--- config.mk ---
export PLATFORM = sky130hd
export DESIGN_NAME = hsiao_secded_dec_pipe_flat
export DESIGN_NICKNAME = d
export VERILOG_FILES = /design/src/rtl/hsiao_secded_dec_pipe_if.sv /design/src/rtl/hsiao_secded_dec_pipe.sv /design/src/flat_wrapper.sv
export SDC_FILE = /design/constraint.sdc
export NUM_CORES = 1
export LEC_CHECK = 0
export CAP_MARGIN = 10
export CELL_PAD_IN_SITES_DETAIL_PLACEMENT = 0
export CELL_PAD_IN_SITES_GLOBAL_PLACEMENT = 2
export CORE_MARGIN = 1
export CORE_UTILIZATION = 28
export DETAILED_ROUTE_END_ITERATION = 16
export MAX_ROUTING_LAYER = met4
export PLACE_DENSITY = 0.85
export RECOVER_POWER = 100
export SYNTH_ARGS = -nofsm -noshare
export SYNTH_HDL_FRONTEND = slang
export SYNTH_SLANG_ARGS = --single-unit
--- constraint.sdc ---
create_clock -name clk -period 6.6 [get_ports clk]
set_clock_uncertainty 0.05 [all_clocks]
set_input_delay 1.32 -clock clk [delete_from_list [all_inputs] [get_ports clk]]
set_output_delay 1.32 -clock clk [all_outputs]
set_load 0.005 [all_outputs]
--- src/rtl/hsiao_secded_dec_pipe_if.sv ---
// rtl/hsiao_secded_dec_pipe_if.sv - beat stream bundle for the pipelined SECDED decoder
// Lane k occupies code bits [72k +: 72] / data bits [64k +: 64], bit 0 is the MSB.
interface hsiao_secded_dec_pipe_if #(
  parameter int LANES = 2
);
  logic                  i_valid;
  logic                  o_ready;
  logic [0:72*LANES-1]   i_code;
  logic                  i_corr_en;
  logic                  o_valid;
  logic                  i_ready;
  logic [0:64*LANES-1]   o_data;
  logic [LANES-1:0]      o_err_corr;
  logic [LANES-1:0]      o_err_chk;
  logic [LANES-1:0]      o_err_fatal;

  modport slave (
    input  i_valid, i_code, i_corr_en, i_ready,
    output o_ready, o_valid, o_data, o_err_corr, o_err_chk, o_err_fatal
  );

  modport master (
    output i_valid, i_code, i_corr_en, i_ready,
    input  o_ready, o_valid, o_data, o_err_corr, o_err_chk, o_err_fatal
  );
endinterface

--- src/rtl/hsiao_secded_dec_pipe.sv ---
// rtl/hsiao_secded_dec_pipe.sv - two-stage multi-lane Hsiao (72,64) SECDED decoder
// Stage 1 holds the raw beat, stage 2 holds decoded data, flags, counters feed and first-error capture.
module hsiao_secded_dec_pipe #(
  parameter int LANES = 2,
  parameter int CNT_W = 16
) (
  input  logic                  clk,
  input  logic                  reset,
  hsiao_secded_dec_pipe_if.slave bus,
  input  logic                  i_cnt_clr,
  output logic [CNT_W-1:0]      o_cnt_corr,
  output logic [CNT_W-1:0]      o_cnt_fatal,
  input  logic                  i_first_clr,
  output logic                  o_first_vld,
  output logic [2:0]            o_first_lane,
  output logic [7:0]            o_first_synd,
  output logic                  o_first_fatal
);

  localparam int CW = 72 * LANES;
  localparam int DW = 64 * LANES;

  // Data-column signatures, column 0 in the top byte; check bit 64+c owns syndrome bit 7-c.
  localparam logic [511:0] H_COLS = {
    8'hC4, 8'hC2, 8'hC1, 8'hB0, 8'hA8, 8'hA4, 8'hA2, 8'hA1,
    8'h98, 8'h94, 8'h92, 8'h91, 8'h8C, 8'h8A, 8'h89, 8'h86,
    8'h85, 8'h83, 8'h70, 8'h68, 8'h64, 8'h62, 8'h61, 8'h58,
    8'h54, 8'h52, 8'h51, 8'h4C, 8'h4A, 8'h49, 8'h46, 8'h45,
    8'h43, 8'h38, 8'h34, 8'h32, 8'h31, 8'h2C, 8'h2A, 8'h29,
    8'h26, 8'h23, 8'h1C, 8'h1A, 8'h19, 8'h16, 8'h15, 8'h13,
    8'h0E, 8'h0D, 8'h0B, 8'h07, 8'hE0, 8'hD0, 8'hC8, 8'hF8,
    8'h7C, 8'h3E, 8'h1F, 8'h8F, 8'hC7, 8'hE3, 8'hF1, 8'h25
  };

  function automatic logic [7:0] hcol(input int j);
    return H_COLS[511-8*j -: 8];
  endfunction

  function automatic logic [CNT_W-1:0] sat_add(input logic [CNT_W-1:0] a, input logic [3:0] n);
    logic [CNT_W:0] sum;
    sum = {1'b0, a} + {{(CNT_W-3){1'b0}}, n};
    return sum[CNT_W] ? {CNT_W{1'b1}} : sum[CNT_W-1:0];
  endfunction

  logic                s1_full_q,     s1_full_d;
  logic [0:CW-1]       s1_code_q,     s1_code_d;
  logic                s1_corr_en_q,  s1_corr_en_d;
  logic                s2_full_q,     s2_full_d;
  logic [0:DW-1]       s2_data_q,     s2_data_d;
  logic [LANES-1:0]    s2_corr_q,     s2_corr_d;
  logic [LANES-1:0]    s2_chk_q,      s2_chk_d;
  logic [LANES-1:0]    s2_fatal_q,    s2_fatal_d;
  logic [CNT_W-1:0]    cnt_corr_q,    cnt_corr_d;
  logic [CNT_W-1:0]    cnt_fatal_q,   cnt_fatal_d;
  logic                first_vld_q,   first_vld_d;
  logic [2:0]          first_lane_q,  first_lane_d;
  logic [7:0]          first_synd_q,  first_synd_d;
  logic                first_fatal_q, first_fatal_d;

  logic s1_moves;
  logic accept;
  logic s2_load;

  // Stage 1 may advance whenever stage 2 is empty or being drained this cycle.
  assign s1_moves    = ~s2_full_q | bus.i_ready;
  assign bus.o_ready = ~s1_full_q | s1_moves;
  assign accept      = bus.i_valid & bus.o_ready;
  assign s2_load     = s1_full_q & s1_moves;

  logic [0:DW-1]      dec_data;
  logic [LANES-1:0]   dec_corr;
  logic [LANES-1:0]   dec_chk;
  logic [LANES-1:0]   dec_fatal;
  logic [8*LANES-1:0] dec_synd;

  for (genvar k = 0; k < LANES; k++) begin : g_lane
    logic [0:63] rx_data;
    logic [7:0]  rx_chk;
    logic [7:0]  synd;
    logic [0:63] flip;
    logic        data_hit;
    logic        chk_hit;

    assign rx_data = s1_code_q[72*k +: 64];
    assign rx_chk  = s1_code_q[72*k+64 +: 8];

    always_comb begin
      synd = rx_chk;
      for (int j = 0; j < 64; j++) begin
        if (rx_data[j]) synd = synd ^ hcol(j);
      end
    end

    always_comb begin
      flip = '0;
      for (int j = 0; j < 64; j++) begin
        flip[j] = (synd == hcol(j));
      end
    end

    assign data_hit = |flip;
    assign chk_hit  = $onehot(synd);

    assign dec_data[64*k +: 64]  = rx_data ^ (s1_corr_en_q ? flip : 64'd0);
    assign dec_corr[k]           = data_hit | chk_hit;
    assign dec_chk[k]            = chk_hit;
    assign dec_fatal[k]          = (synd != 8'd0) & ~data_hit & ~chk_hit;
    assign dec_synd[8*k +: 8]    = synd;
  end

  logic       any_flag;
  logic [2:0] lo_lane;
  logic [7:0] lo_synd;
  logic       lo_fatal;
  logic [3:0] n_corr;
  logic [3:0] n_fatal;

  assign any_flag = |(dec_corr | dec_fatal);
  assign n_corr   = 4'($countones(dec_corr));
  assign n_fatal  = 4'($countones(dec_fatal));

  // Scan from the top lane down so the lowest flagged lane is the one left standing.
  always_comb begin
    lo_lane  = 3'd0;
    lo_synd  = 8'd0;
    lo_fatal = 1'b0;
    for (int k = LANES - 1; k >= 0; k--) begin
      if (dec_corr[k] | dec_fatal[k]) begin
        lo_lane  = 3'(k);
        lo_synd  = dec_synd[8*k +: 8];
        lo_fatal = dec_fatal[k];
      end
    end
  end

  always_comb begin
    s1_full_d     = s1_full_q;
    s1_code_d     = s1_code_q;
    s1_corr_en_d  = s1_corr_en_q;
    s2_full_d     = s2_full_q;
    s2_data_d     = s2_data_q;
    s2_corr_d     = s2_corr_q;
    s2_chk_d      = s2_chk_q;
    s2_fatal_d    = s2_fatal_q;
    cnt_corr_d    = cnt_corr_q;
    cnt_fatal_d   = cnt_fatal_q;
    first_vld_d   = first_vld_q;
    first_lane_d  = first_lane_q;
    first_synd_d  = first_synd_q;
    first_fatal_d = first_fatal_q;

    if (bus.o_ready) begin
      s1_full_d = accept;
      if (accept) begin
        s1_code_d    = bus.i_code;
        s1_corr_en_d = bus.i_corr_en;
      end
    end

    if (s1_moves) begin
      s2_full_d = s1_full_q;
      if (s1_full_q) begin
        s2_data_d  = dec_data;
        s2_corr_d  = dec_corr;
        s2_chk_d   = dec_chk;
        s2_fatal_d = dec_fatal;
      end
    end

    // Counting on the load edge only, so a stalled beat is never counted twice.
    if (i_cnt_clr) begin
      cnt_corr_d  = '0;
      cnt_fatal_d = '0;
    end else if (s2_load) begin
      cnt_corr_d  = sat_add(cnt_corr_q, n_corr);
      cnt_fatal_d = sat_add(cnt_fatal_q, n_fatal);
    end

    if (s2_load & any_flag & (~first_vld_q | i_first_clr)) begin
      first_vld_d   = 1'b1;
      first_lane_d  = lo_lane;
      first_synd_d  = lo_synd;
      first_fatal_d = lo_fatal;
    end else if (i_first_clr) begin
      first_vld_d   = 1'b0;
      first_lane_d  = 3'd0;
      first_synd_d  = 8'd0;
      first_fatal_d = 1'b0;
    end
  end

  always_ff @(posedge clk) begin
    if (reset) begin
      s1_full_q     <= 1'b0;
      s1_code_q     <= '0;
      s1_corr_en_q  <= 1'b0;
      s2_full_q     <= 1'b0;
      s2_data_q     <= '0;
      s2_corr_q     <= '0;
      s2_chk_q      <= '0;
      s2_fatal_q    <= '0;
      cnt_corr_q    <= '0;
      cnt_fatal_q   <= '0;
      first_vld_q   <= 1'b0;
      first_lane_q  <= 3'd0;
      first_synd_q  <= 8'd0;
      first_fatal_q <= 1'b0;
    end else begin
      s1_full_q     <= s1_full_d;
      s1_code_q     <= s1_code_d;
      s1_corr_en_q  <= s1_corr_en_d;
      s2_full_q     <= s2_full_d;
      s2_data_q     <= s2_data_d;
      s2_corr_q     <= s2_corr_d;
      s2_chk_q      <= s2_chk_d;
      s2_fatal_q    <= s2_fatal_d;
      cnt_corr_q    <= cnt_corr_d;
      cnt_fatal_q   <= cnt_fatal_d;
      first_vld_q   <= first_vld_d;
      first_lane_q  <= first_lane_d;
      first_synd_q  <= first_synd_d;
      first_fatal_q <= first_fatal_d;
    end
  end

  assign bus.o_valid     = s2_full_q;
  assign bus.o_data      = s2_data_q;
  assign bus.o_err_corr  = s2_corr_q;
  assign bus.o_err_chk   = s2_chk_q;
  assign bus.o_err_fatal = s2_fatal_q;
  assign o_cnt_corr      = cnt_corr_q;
  assign o_cnt_fatal     = cnt_fatal_q;
  assign o_first_vld     = first_vld_q;
  assign o_first_lane    = first_lane_q;
  assign o_first_synd    = first_synd_q;
  assign o_first_fatal   = first_fatal_q;

endmodule
--- src/flat_wrapper.sv ---
// flat-port wrapper written by rule: the top's interface ports become plain ports
module hsiao_secded_dec_pipe_flat 
#(
  parameter int LANES = 2,
  parameter int CNT_W = 16
)
  (clk, reset, i_cnt_clr, o_cnt_corr, o_cnt_fatal, i_first_clr, o_first_vld, o_first_lane, o_first_synd, o_first_fatal, bus_i_valid, bus_i_code, bus_i_corr_en, bus_i_ready, bus_o_ready, bus_o_valid, bus_o_data, bus_o_err_corr, bus_o_err_chk, bus_o_err_fatal);
  hsiao_secded_dec_pipe_if #(.LANES(LANES)) bus_i ();
  input  logic clk;
  input  logic reset;
  input  logic i_cnt_clr;
  output logic [CNT_W-1:0] o_cnt_corr;
  output logic [CNT_W-1:0] o_cnt_fatal;
  input  logic i_first_clr;
  output logic o_first_vld;
  output logic [2:0] o_first_lane;
  output logic [7:0] o_first_synd;
  output logic o_first_fatal;
  input wire logic [$bits(bus_i.i_valid)-1:0] bus_i_valid;
  input wire logic [$bits(bus_i.i_code)-1:0] bus_i_code;
  input wire logic [$bits(bus_i.i_corr_en)-1:0] bus_i_corr_en;
  input wire logic [$bits(bus_i.i_ready)-1:0] bus_i_ready;
  output wire logic [$bits(bus_i.o_ready)-1:0] bus_o_ready;
  output wire logic [$bits(bus_i.o_valid)-1:0] bus_o_valid;
  output wire logic [$bits(bus_i.o_data)-1:0] bus_o_data;
  output wire logic [$bits(bus_i.o_err_corr)-1:0] bus_o_err_corr;
  output wire logic [$bits(bus_i.o_err_chk)-1:0] bus_o_err_chk;
  output wire logic [$bits(bus_i.o_err_fatal)-1:0] bus_o_err_fatal;
  assign bus_i.i_valid = bus_i_valid;
  assign bus_i.i_code = bus_i_code;
  assign bus_i.i_corr_en = bus_i_corr_en;
  assign bus_i.i_ready = bus_i_ready;
  assign bus_o_ready = bus_i.o_ready;
  assign bus_o_valid = bus_i.o_valid;
  assign bus_o_data = bus_i.o_data;
  assign bus_o_err_corr = bus_i.o_err_corr;
  assign bus_o_err_chk = bus_i.o_err_chk;
  assign bus_o_err_fatal = bus_i.o_err_fatal;
  hsiao_secded_dec_pipe #(.LANES(LANES), .CNT_W(CNT_W)) u_core (.clk(clk), .reset(reset), .bus(bus_i), .i_cnt_clr(i_cnt_clr), .o_cnt_corr(o_cnt_corr), .o_cnt_fatal(o_cnt_fatal), .i_first_clr(i_first_clr), .o_first_vld(o_first_vld), .o_first_lane(o_first_lane), .o_first_synd(o_first_synd), .o_first_fatal(o_first_fatal));
endmodule
==> summary.txt, run 1 <==
The implementation run finished. The flow ran to the end, but the final reports show violations. The checks that failed: max-capacitance violations, max-slew violations, negative setup slack. The highest supply drop recorded on VDD is 620 uV.

Global-route wire length before repair landed at 109000 um. The HPWL after detailed placement is 55200 um. Area used by multi-input combinational logic landed at 0.0117 mm2. Per the final timing report, the hold violations number 0. Number of fillers in the final layout landed at 6511. Power dissipated in combinational cells landed at 10.3 mW. Of the cells placed in the final design, the portion with a size suffix greater than 1 is 15.7%.

STA classifies the critical path startpoint as a flip-flop. The slowest stage of the critical path belongs to the cell sky130_fd_sc_hd__xnor3_2. Number of vias per cell after detailed routing landed at 4.88. The commonest cells after synthesis are sky130_fd_sc_hd__nand2_1, sky130_fd_sc_hd__dfxtp_1, sky130_fd_sc_hd__xnor2_1. Floorplan core density landed at 28.4%. Share of the clock period used by the worst path landed at 102%. In the final report, the number of endpoints failing setup comes to 22. Max capacitance violation total landed at 1. Clock group total power landed at 2.29 mW.

Among cell families on the critical path, the largest total delay comes from adder cells. Top fanout value on the critical path landed at 5. Number of cells in the yosys synthesis report landed at 2274.

Measured along the x axis, the die boundary spans 258 um. At the pin with the least slew margin, the transition time is 3.44 ns. Sum of overflow across all layers after global routing landed at 0. Number of vias after detailed routing landed at 17500.

In the power breakdown, the biggest contributor is combinational cells. Synthesis handed over a netlist of 2274 instances. Counting along the longest clock path gives a buffer depth of 3. The setup path with the least slack is of type flip-flop to flip-flop.

Final critical-path setup slack landed at -0.143 ns. Count of yosys warnings during synthesis landed at 0. The script logs the mean routed wire length per placed instance as 20.5 um. Per the final report, max-transition violations number 146.

In this run the number of H-tree levels came out at 2. Non-clock buffering takes up 19.5% of total cell area after layout.
-- run 1: flip-flops by register name, indices dropped and copies added (netlist names), 2 cells and up --
signal	flops
u_core.s1_code_q	144
u_core.bus.o_err_fatal	2
u_core.bus.o_err_corr	2
u_core.bus.o_data	128
u_core.o_cnt_fatal	16
u_core.o_cnt_corr	16
u_core.bus.o_err_chk	2
u_core.o_first_synd	8
-- run 1: cell families after synthesis --
kind of cell	Yosys count	synth area share, %
flip-flops	324	35.4
adder cells (fa/ha/maj)	46	3.55
multiplexers	19	1.12
AND/OR/NAND/NOR	801	18.9
AND-OR/OR-AND	464	16.0
other	1	0.0205
buffers and inverters	217	4.52
XOR/XNOR	402	20.4
-- run 1: final timing paths --
kind | endpoint | slack [ns]
setup / recovery | u_core.o_cnt_corr[6] | -0.14
hold reg to reg | u_core.bus.o_err_fatal[1] | 0.41
hold / removal | u_core.bus.o_err_fatal[1] | 0.41
setup reg to reg | u_core.o_cnt_corr[6] | -0.14
-- run 1: per-stage QoR --
stage	power [mW]	setup WS [ns]	std cells	cell area [um2]
global route	15.9	-0.424	3595	25900
global placement	11.0	-0.0913	3503	23800
CTS	13.7	-0.0154	3583	25400
floorplan	7.61	0.00283	2275	18500
finish	14.8	-0.143	3595	25900
detailed placement	11.1	-0.268	3503	23800
-- run 1: per-layer routing --
layer,wire length [um],vias to the layer above,part of all wire [%],global-route usage (%)
met4,1880,0,2.6,5.82
met1,32000,8379,44,27.6
li1,-,8557,-,-
met2,36100,505,49,37.0
met5,0,-,0,-
met3,3580,104,4.9,3.16
-- run 1: what timing repair did --
item,in CTS,in global routing
pin swaps,9,57
setup buffers,9,10
endpoints found under the setup margin,29,32
hold buffers,0,0
resized,31,97
gates cloned,0,2
endpoints found under the hold margin,0,0
==> run_1/clocks.png <==
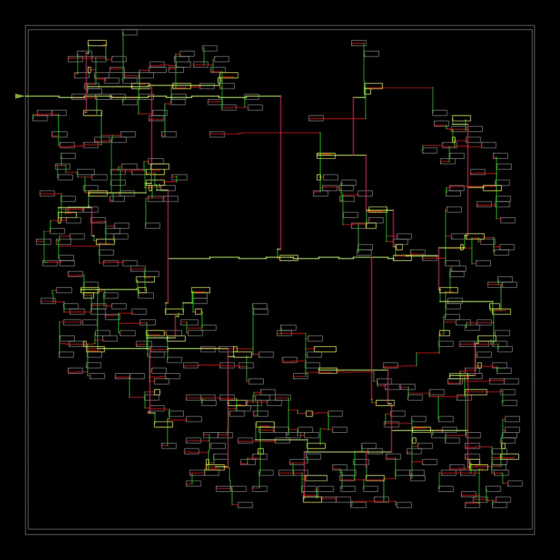
sinks on the clock net: 324
CTS buffer count: 41

==> run_1/detail.png <==
Window x 178 to 208, y 49 to 79 um. Cells in grey, sequential cells in the stronger grey; small squares are vias.
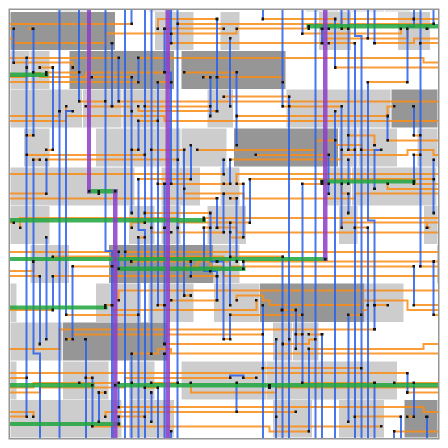
metal 3: drawn in green. metal 2: drawn in blue. metal 4: drawn in purple. metal 1: drawn in orange.
Most frequent: nand2_1 (8), buf_4 (8). 50 logic cells have their middle in the window. Sequential cells in the window: 7. Netlist names of flops here include u_core.s1_code_q (6), u_core.bus.o_data (1).

==> run_1/sizes.png <==
Bar = 100 um.
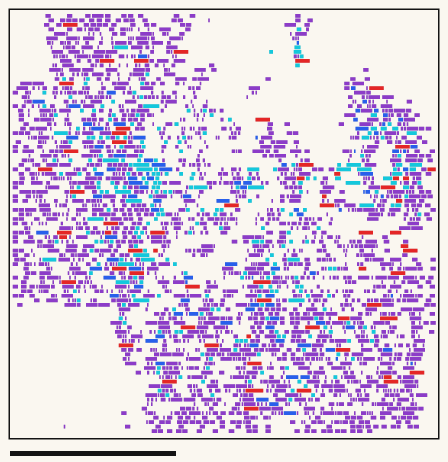
_3 and _4 cells: drawn in cyan, cells 272, most used buf_4. _0 and _1 cells: drawn in purple, cells 2308, most used nand2_1. _2 cells: drawn in blue, cells 97, most used xnor2_2. _6 and larger: drawn in red, cells 62, most used clkbuf_16.
post-route cell area: 0.0259 mm2
final setup margin: -0.143 ns
number of non-clock buffers in the layout: 559
area overhead of the layout relative to synthesis: 41.5%

==> run_1/flops_by_reg.png <==
Bar = 100 um.
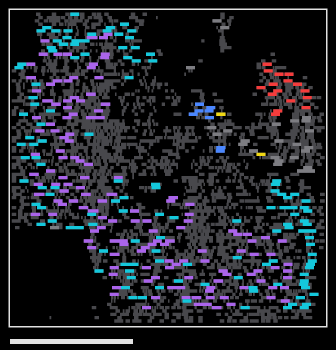
u_core.s1_code_q: drawn in purple, flops 144, where widely spread. u_core.o_first_synd: drawn in blue, flops 8. u_core.bus.o_err_fatal: drawn in yellow, flops 2. u_core.bus.o_data: drawn in cyan, flops 128, where widely spread. u_core.o_cnt_corr: drawn in red, flops 16, where north-east.
Another 26 sequential cells are not coloured.
share of the core filled with cells: 40.2%
area of all sequential standard cells: 0.00653 mm2
fraction of area in registers: 25.2%
power dissipated in sequential cells: 2.22 mW

==> inputs of run 2 (changes only) <==
- CORE_UTILIZATION: 28 -> 25
- PLACE_DENSITY: 0.85 -> 0.78
==> summary.txt, run 2 <==
The implementation run finished. The area used by multi-input combinational logic came to 0.0116 mm2 (was 0.0117 mm2). Maximum vdd drop landed at 691 uV (was 620 uV). The max capacitance violation total is 1 (unchanged). The most utilized layer in the global route result is met2 (unchanged). The register name with the most flops was u_core.s1_code_q (unchanged). Count of H-tree levels built during CTS landed at 2 (unchanged).

Final setup violation count landed at 0 (was 22). Share of the clock period used by the worst path landed at 98.8% (was 102%). Floorplan core density landed at 25.5% (was 28.4%). Worst slack at placement landed at -0.259 ns (was -0.268 ns). The number of buffer and inverter instances along the worst setup path is 4 (unchanged). Violated checks: max-capacitance violations, max-slew violations (was max-capacitance violations, max-slew violations, negative setup slack). Flip-flop and latch area landed at 0.00651 mm2 (was 0.00653 mm2). The sort of element at the start of the critical path is a flip-flop (unchanged). The global-route wire length before repair was 111000 um (was 109000 um). Flip-flop count of the largest register, all copies and words added landed at 144 (unchanged). The number of vias after detailed routing was 17600 (was 17500).

Synthesized instance count landed at 2274 (unchanged). The die outline width is 273 um (was 258 um). The total negative setup slack is 0 ns (was -1.19 ns). Met1 wire length landed at 32800 um (was 32000 um).

Number of vias per cell after detailed routing landed at 4.75 (was 4.88). The cell type group with the largest total delay on the critical path is adder cells (unchanged). The master of the slowest instance on the critical path is sky130_fd_sc_hd__fa_1 (was sky130_fd_sc_hd__xnor3_2). The met2 wirelength from detailed routing is 36500 um (was 36100 um). Detailed-placement wirelength estimate landed at 57000 um (was 55200 um). Maximum buffer depth of the clock tree landed at 3 (unchanged). The final hold violation count came to 0 (unchanged). Routing usage on met2 landed at 33.6% (was 37.0%). The number of placed instances with taps included came to 3615 (was 3503). The count of antenna-violating nets left after detailed routing was 0 (unchanged).

The startpoint-to-endpoint class of the critical path was flip-flop to flip-flop (unchanged). The met3 usage came to 2.93% (was 3.16%). The share of layout cells above drive strength 1 is 15.9% (was 15.7%). The number of hold buffers added after cts is 0 (unchanged). Sum of overflow across all layers after global routing landed at 0 (unchanged). Ranking of synthesized cells by instance count: sky130_fd_sc_hd__nand2_1, sky130_fd_sc_hd__dfxtp_1, sky130_fd_sc_hd__xnor2_1 (unchanged). The final routed wire length divided by cell count was 20.3 um (was 20.5 um). Synthesis-to-layout area growth landed at 42.1% (was 41.5%). The top layer used by detailed routing is met4 (unchanged). Count of yosys warnings during synthesis landed at 0 (unchanged).

Number of distinct library cells after synthesis landed at 71 (unchanged). Number of cells in the yosys synthesis report landed at 2274 (unchanged). The final instance count without filler cells is 3707 (was 3595). Result of the run: finished, violations left (unchanged). Number of slew-limit violations in the final report landed at 70 (was 146). Number of fillers in the final layout landed at 7383 (was 6511). Number of sinks handled by clock tree synthesis landed at 324 (unchanged). The top fanout value on the critical path was 5 (unchanged).
==> run 2: cell counts after synthesis <==
Identical to the previous run, type by type.
==> run 2: area by class of cell <==
type / count / share of cell area [%]
Multi-Input combinational cell: 1735 / 44.7
Clock buffer: 59 / 4.51
Tap cell: 950 / 4.56
Clock inverter: 12 / 0.418
Sequential cell: 324 / 25.0
Inverter: 50 / 0.730
Timing Repair Buffer: 576 / 20.1
Antenna cell: 1 / 0.00961
==> run 2: stage by stage <==
stage	instance area (um2)	power, mW	util (%)
after detailed placement	24000	11.2	33.4
final	26000	14.9	36.2
after global placement	24000	11.2	33.4
after floorplan	18500	7.61	-
after CTS	25500	13.7	35.5
after global routing	26000	15.9	36.2
==> run 2: cells by family after synthesis <==
kind of cell             synth area share [%]
AND-OR/OR-AND                            16.0
XOR/XNOR                                 20.4
flip-flops                               35.4
AND/OR/NAND/NOR                          18.9
multiplexers                             1.12
adder cells (fa/ha/maj)                  3.55
buffers and inverters                    4.52
other                                  0.0205
==> run 2: worst paths after layout <==
kind / slack, ns / startpoint / cells past startpoint / endpoint
setup / recovery: 0.08 / u_core.s1_code_q[97] / 27 / u_core.o_cnt_corr[4]
hold / removal: 0.40 / u_core.bus.o_data[125] / 2 / u_core.bus.o_data[125]
setup reg to reg: 0.08 / u_core.s1_code_q[97] / 27 / u_core.o_cnt_corr[4]
hold reg to reg: 0.40 / u_core.bus.o_data[125] / 2 / u_core.bus.o_data[125]
==> run 2: timing repair <==
action,in CTS,in global routing
gates resized,32,84
endpoints found under the setup margin,28,30
setup buffers,7,13
pin swaps,5,36
cloned,1,1
==> run 2: power by group <==
part / internal, mW / switching (mW)
combinational: 4.71 / 5.75
clock: 1.27 / 0.913
sequential: 2.10 / 0.119
==> run_2/clocks.png <==
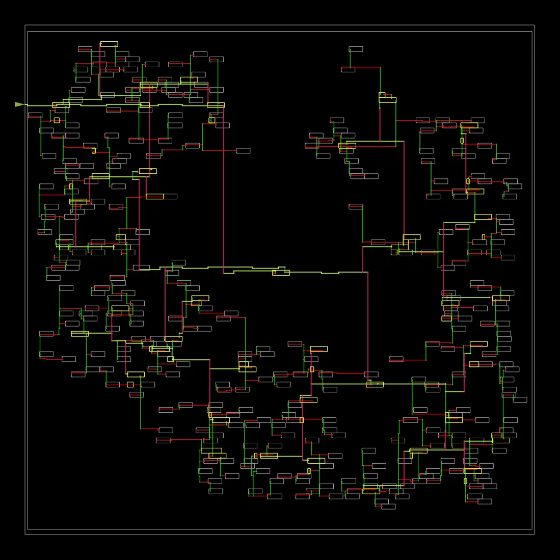
Clock Latency Late Sink: 0.58 ns
sequential cell count: 324
reported clock group power: 2.19 mW

==> run_2/sizes.png <==
Bar = 100 um.
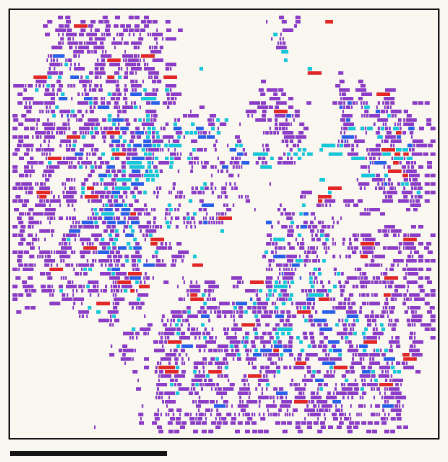
_0 and _1 cells: drawn in purple, cells 2318, most used nand2_1. _2 cells: drawn in blue, cells 98, most used xnor2_2. _3 and _4 cells: drawn in cyan, cells 276, most used buf_4. _6 and larger: drawn in red, cells 64, most used clkbuf_16.

==> run_2/clk_routes.png <==
Bar = 100 um.
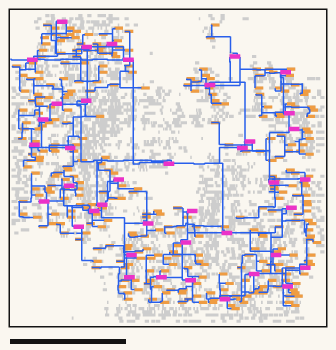
flip-flops: drawn in orange, count 324. clock wires: drawn in blue, length 5200 um. clock drivers: drawn in magenta, count 40.
Position of the flops: widely spread. There are 41 routed clock nets.
clock power share: 14.7%

==> inputs of run 3 (changes only) <==
- CTS_BUF_LIST: unset -> sky130_fd_sc_hd__clkbuf_8 sky130_fd_sc_hd__clkbuf_16
==> summary.txt, run 3 <==
The implementation run finished. Result of the run: finished, violations left (unchanged). Violated checks: max-capacitance violations, max-slew violations (unchanged). Internal reg-to-reg setup slack landed at 0.08 ns (about the same).

The combinational gate count is 1735 (unchanged). The register fraction of the total cell area was 25.0% (unchanged). The inverter count of the layout excluding clock inverters is 50 (unchanged).

The die outline width was 273 um (unchanged). Final design instance area without fill landed at 0.0260 mm2 (unchanged). Switching power summed over all nets landed at 6.79 mW (was 6.78 mW). Number of distinct library cells after synthesis landed at 71 (unchanged). The most utilized layer in the global route result is met2 (unchanged). Buffering overhead landed at 20.1% (unchanged). The worst min-delay path startpoint is u_core.bus.o_data[125] (unchanged). Ranking of synthesized cells by instance count: sky130_fd_sc_hd__nand2_1, sky130_fd_sc_hd__dfxtp_1, sky130_fd_sc_hd__xnor2_1 (unchanged). The number of fillers in the final layout was 7383 (unchanged). The detailed-placement wirelength estimate was 57000 um (unchanged).

Worst slack at placement landed at -0.259 ns (unchanged). The dominant non-sequential cell family after synthesis was XOR/XNOR gates (unchanged). The number of slew-limit violations in the final report came to 70 (unchanged). The flip-flop and latch area is 0.00651 mm2 (unchanged).

The share of layout cells above drive strength 1 was 15.9% (unchanged). The clock-cell share of area was 4.93% (about the same). Mux cell area share after synthesis landed at 1.12% (unchanged). Number of vias after detailed routing landed at 17600 (about the same). Final routed wire length divided by cell count landed at 20.4 um (was 20.3 um). Max capacitance violation total landed at 1 (unchanged).

The synthesized instance count is 2274 (unchanged). Area share of fa/ha/maj cells after synthesis landed at 3.55% (unchanged). The number of sinks handled by clock tree synthesis came to 324 (unchanged).

The cell depth of the worst min-delay path came to 2 (unchanged). The count of antenna-violating nets left after detailed routing was 0 (unchanged). Maximum buffer depth of the clock tree landed at 3 (unchanged). The power consumption was 14.9 mW (about the same). The floorplan core density was 25.5% (unchanged). The critical register-to-register path startpoint is u_core.s1_code_q[97] (unchanged). The final critical-path setup slack came to 0.0782 ns (was 0.0770 ns). Met3 wire length landed at 3810 um (was 4080 um).
## run 3: cell count changes in the layout (fill, tap and decap cells not counted)
cell / change
sky130_fd_sc_hd__clkbuf_1: -10
sky130_fd_sc_hd__inv_1: +10
## run 3: critical path, cell delays in order (launching register included)
cell and delay [ns]:
sky130_fd_sc_hd__dfxtp_1 0.43, sky130_fd_sc_hd__xnor2_1 0.19, sky130_fd_sc_hd__xnor2_2 0.13, sky130_fd_sc_hd__xnor2_1 0.24, sky130_fd_sc_hd__xnor2_1 0.16, sky130_fd_sc_hd__xnor2_1 0.10
sky130_fd_sc_hd__xnor2_1 0.25, sky130_fd_sc_hd__ha_2 0.25, sky130_fd_sc_hd__inv_2 0.05, sky130_fd_sc_hd__fa_1 0.51, sky130_fd_sc_hd__fa_1 0.53, sky130_fd_sc_hd__inv_1 0.05
sky130_fd_sc_hd__ha_2 0.17, sky130_fd_sc_hd__fa_1 0.53, sky130_fd_sc_hd__nor4b_4 0.07, sky130_fd_sc_hd__a211oi_2 0.19, sky130_fd_sc_hd__o2111ai_2 0.19, sky130_fd_sc_hd__a2111oi_4 0.27
sky130_fd_sc_hd__and2_4 0.23, sky130_fd_sc_hd__inv_4 0.05, sky130_fd_sc_hd__ha_4 0.26, sky130_fd_sc_hd__ha_4 0.12, sky130_fd_sc_hd__inv_2 0.03, sky130_fd_sc_hd__fa_2 0.33
sky130_fd_sc_hd__nand2b_4 0.15, sky130_fd_sc_hd__or3_4 0.34, sky130_fd_sc_hd__or3_4 0.45, sky130_fd_sc_hd__a21oi_2 0.14
## run 3: timing repair
action,4_1_cts,5_1_grt
gates cloned,1,1
hold buffers,0,0
buffers inserted,7,13
pin swaps,5,36
endpoints found under the setup margin,28,30
resized,32,84
==> run_3/detail.png <==
Window x 190 to 220, y 53 to 83 um. Cells in grey, sequential cells in the stronger grey; small squares are vias.
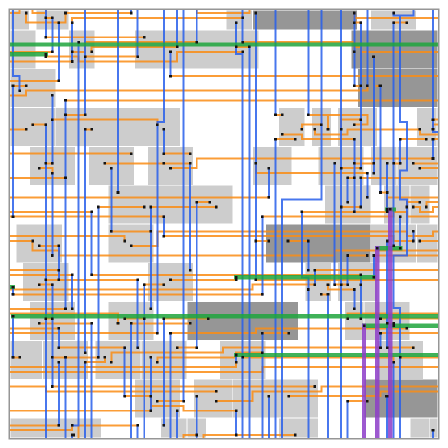
metal 2: drawn in blue. metal 1: drawn in orange. metal 3: drawn in green. metal 4: drawn in purple.
Most frequent: xnor2_1 (18), buf_4 (7), nand2_1 (6). Sequential cells in the window: 6. 56 logic cells have their middle in the window. Netlist names of flops here include u_core.s1_code_q (6).

==> run_3/sizes.png <==
Bar = 100 um.
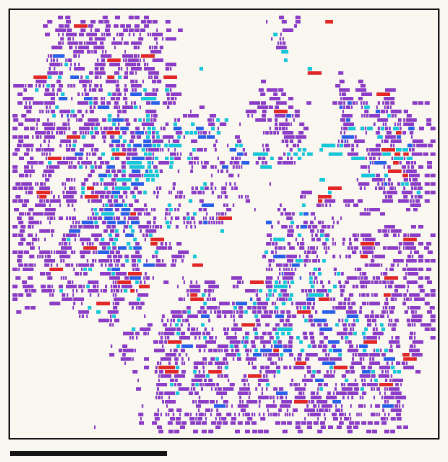
_2 cells: drawn in blue, cells 98, most used xnor2_2. _6 and larger: drawn in red, cells 64, most used clkbuf_16. _0 and _1 cells: drawn in purple, cells 2318, most used nand2_1. _3 and _4 cells: drawn in cyan, cells 276, most used buf_4.

==> run_3/clocks.png <==
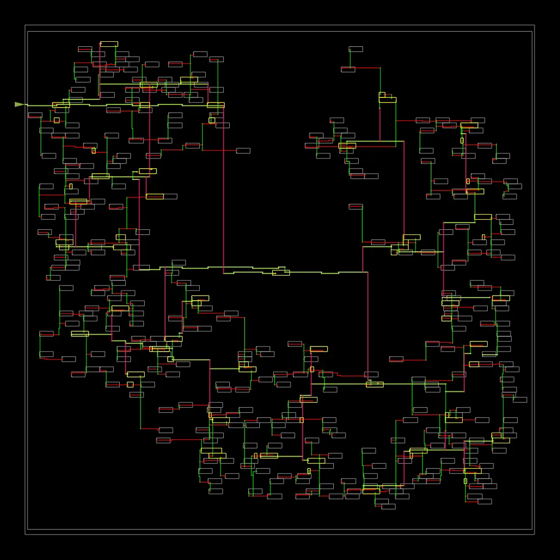
reported clock group power: 2.17 mW
CTS buffer count: 40
Clock Buffer Count: 49

Power figures rest on the tool's default switching activity, not on a simulated workload.
